==> images/wire_density.png <==
Drawn at 4 px/um. 21 x 21 tiles, from white (low) to dark blue (high), scaled to the fullest tile. Values are wire area over tile area, all layers added.
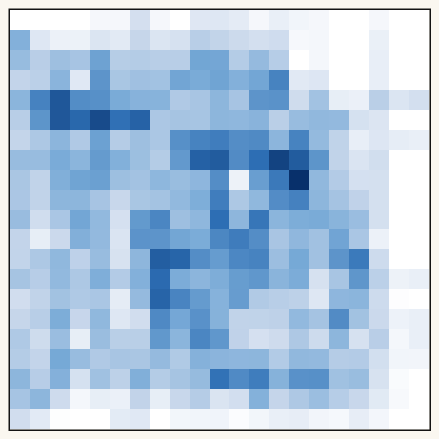
==> images/gate_families.png <==
Drawn at 4 px/um.
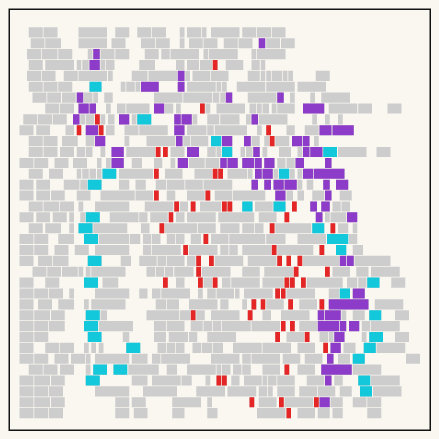
==> images/clock_map.png <==
Drawn at 4 px/um.
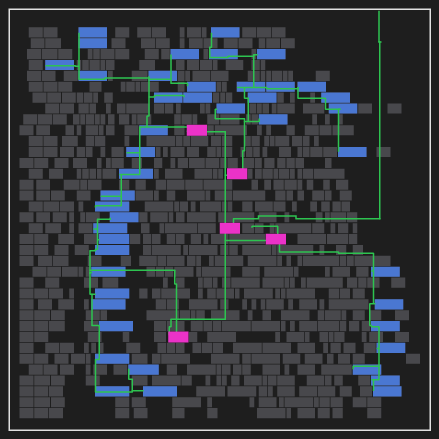
==> images/port_nets.png <==
Drawn at 4 px/um.
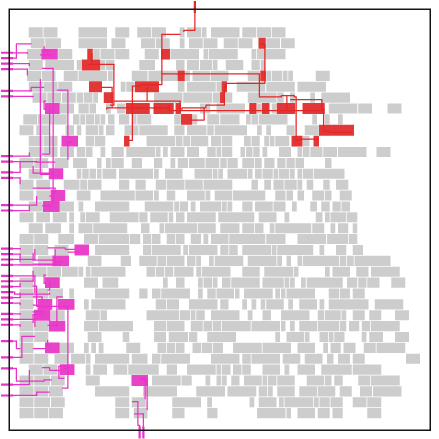
==> images/final_congestion.png <==
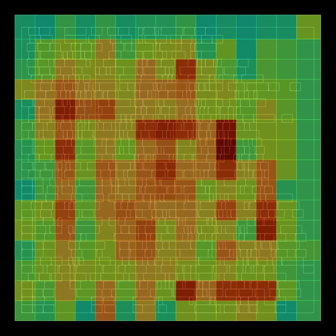
==> config.mk <==
export PLATFORM = sky130hd
export DESIGN_NAME = alu_op_scheduler
export DESIGN_NICKNAME = d
export VERILOG_FILES = /design/src/rtl/alu_op_scheduler.sv
export SDC_FILE = /design/constraint.sdc
export NUM_CORES = 1
export LEC_CHECK = 0
export CAP_MARGIN = 5
export CORE_MARGIN = 2
export CORE_UTILIZATION = 47
export DETAILED_ROUTE_END_ITERATION = 7
export GPL_TIMING_DRIVEN = 0
export PLACE_DENSITY = 0.78
export SLEW_MARGIN = 20
export SYNTH_ARGS = -nofsm -noshare
export SYNTH_HDL_FRONTEND = slang
export SYNTH_SLANG_ARGS = --single-unit
==> constraint.sdc <==
create_clock -name clk -period 4.1 [get_ports clk]
set_clock_uncertainty 0.2 [all_clocks]
set_input_delay 0.41 -clock clk [delete_from_list [all_inputs] [get_ports clk]]
set_output_delay 0.41 -clock clk [all_outputs]
set_load 0.02 [all_outputs]
==> summary.txt <==
Status on the layout run. After filler insertion, the fill cell instance count of the layout stands at 803. Share of synthesized cell area in full adder, half adder and majority cells landed at 27.52%. Logic depth along the worst register-to-register path is recorded as 15. Per the area breakdown, the dominant cell category is combinational gates. The layout has 138 buffers outside the clock class.

Number of synthesized register bits landed at 45. Among all stages on the critical path, the maximum delay recorded is 0.54 ns. Counting I/O delays and the setup requirement, the final critical path takes 4.351 ns. Yosys stat chip area landed at 4782 um^2.

Number of setup violations in the final report landed at 6. Distinct cell type count of the synthesized netlist landed at 62. Per the synthesis report, the simple-gate share of the synthesized area is 18.03%. In this run, the combinational gates consume 67.6% of the power. The number of cells reported by Yosys stat comes to 532. The area taken by multi-input combinational cells is reported as 3746 um^2. The worst setup path is captured at a register. Dividing the detail-routed via count by the number of cells gives 5.484.

Total instance count after detailed placement landed at 768. The commonest cells after synthesis are sky130_fd_sc_hd__inv_1 (61), sky130_fd_sc_hd__nor2_1 (51), sky130_fd_sc_hd__and2_1 (48). The final timing summary puts the cycle share of the worst path at 106.1%.

Number of diodes added for antenna fixing landed at 0. The floorplan report lists the tap cell count as 133. Critical path arrival landed at 4.35 ns. Combinational cells consume a total of 2.48 mW. On the critical path, the stage with the largest delay is an instance of sky130_fd_sc_hd__fa_1. The internal portion of the total power is 1.944 mW. The tree is rooted in a sky130_fd_sc_hd__clkbuf_8. The non-clock inverters instantiated in the layout total 62. The most common cell in the synthesized netlist is sky130_fd_sc_hd__inv_1. Count of flip-flops with a built-in enable after synthesis landed at 0. Portion of the layout cell area used by non-clock buffers landed at 19.48%. Entering global routing, the biggest net connects 15 pins. Fraction of layout cells with a size suffix above 1 landed at 14.63%. Flip-flop and latch count landed at 45.

The total overflow left after global routing is 0. Along the worst hold path, the cell count comes to 1. Final instance area landed at 6456 um^2. In this run the top signal layer used is met4. Level count of the clock H-tree landed at 2.

Count of buffers added by post-CTS timing repair for setup landed at 15. The timing report shows the most common cell along the critical path to be sky130_fd_sc_hd__fa_1. Number of buffers created by CTS landed at 5.

The synthesis run identifies the leading combinational cell family as adder cells. Measured against the total synthesized area, the mux share comes to 9.733%. Once routing completed, OpenROAD measured the worst setup slack at -0.2513 ns. The run finished, with violations left. Pre-placement core utilization landed at 48.70%. Proportion of synthesized chip area in sequential cells landed at 18.84%. Before any placement, the netlist area is recorded as 4782 um^2. Clock-pin slew on the worst setup and hold paths landed at 0.09 ns. In the final routing, the length of wire on met1 measures 5591 um. The final weighted congestion recorded by global placement is 0.8838.

STA classifies the critical path startpoint as a register. Total DRC errors in the routed layout landed at 0. Number of nets with antenna violations after routing landed at 0. The layout has 7 clock buffers. Per STA, the worst path accumulates the most delay in the family adder cells. The via count of the first global-routing pass was 4,528. The commonest register cell is sky130_fd_sc_hd__dfxtp_1. The checks that failed: negative setup slack.

Core area landed at 9819 um^2. TritonCTS built the clock tree. Final setup TNS landed at -1.023 ns. Amount of wire on met3 after detailed routing landed at 673 um. Per STA, the worst path is made up of nand2_1 > fa_1 > fa_1 > inv_2 > fa_1 > inv_2 > fa_1 > inv_2 > ha_4 > o21a_4 > a2111oi_4 > buf_4 > o21bai_1 > or2_0 > a32o_1. Synthesized netlist net count landed at 694. Fraction of synthesized cell area in xor and xnor cells landed at 2.198%. Leaving out fill and tap cells, the most frequent cells in the layout are sky130_fd_sc_hd__clkdlybuf4s50_1 (103), sky130_fd_sc_hd__inv_1 (55), sky130_fd_sc_hd__nor2_1 (51). Per the timing report, the biggest fanout along the worst path comes to 6. Post-cts hold-fix buffer tally landed at 0. Area share of the largest cell type after synthesis landed at 18.84%. For this block, the initial DRC count from the detailed router was 191. Logic depth of the worst setup path including buffers landed at 15.

Per the synthesis report, the dominant area consumer among library cells is sky130_fd_sc_hd__dfxtp_1. Standby leakage power landed at 2.853 nW. Count of pins over their slew limit landed at 0. Setup slack on the worst flop-to-flop path landed at -0.25 ns. Max-cap violation count landed at 0. Synthesized-area fraction occupied by ao, oa, aoi and oai cells landed at 17.16%. After floorplanning, the die was sized to cover 11,000 um^2. For reference, the most critical setup path is categorized as reg -> reg.
Notes on wire_density.png above:
fullest tile	0.57
tiles over half the peak	20%
emptiest ninth of the die	top right
nearly empty tiles	11%
wire length per cell after detailed routing: 16.33 um
Vias: 4,365
overall routed net length: 13,000 um
GR Util All Layers: 24.23%

Notes on gate_families.png above:
family	colour	cells
AND-OR and OR-AND gates	cyan	33
inverters	red	62
inverting AOI/OAI gates	purple	73
logic share of the area: 58.02%
fin cells: 796
top logic cell by instance count in the layout: sky130_fd_sc_hd__clkdlybuf4s50_1

Notes on clock_map.png above:
[flip-flops] blue | count: 45
[cells driving clock nets] magenta | count: 5
[clock wires] green | length: 628 um
flops lie	all over the die
routed clock nets	6
clock network latency to the later pin of the worst-skew pair: 0.31 ns
clock group power: 0.318 mW
clock network power share: 8.6%

Notes on port_nets.png above:
port	colour	bits	direction	end cells	wire
req_b	magenta	32	input	16	460 um
rst	red	1	input	27	286 um
port bufs: 103
boundary pin count: 105

Notes on final_congestion.png above:
final core utilization: 65.75%
Most Crowded Layer GR: met2
GRT met1 Usage: 30.09%

Power is estimated from default activity; no workload was simulated.
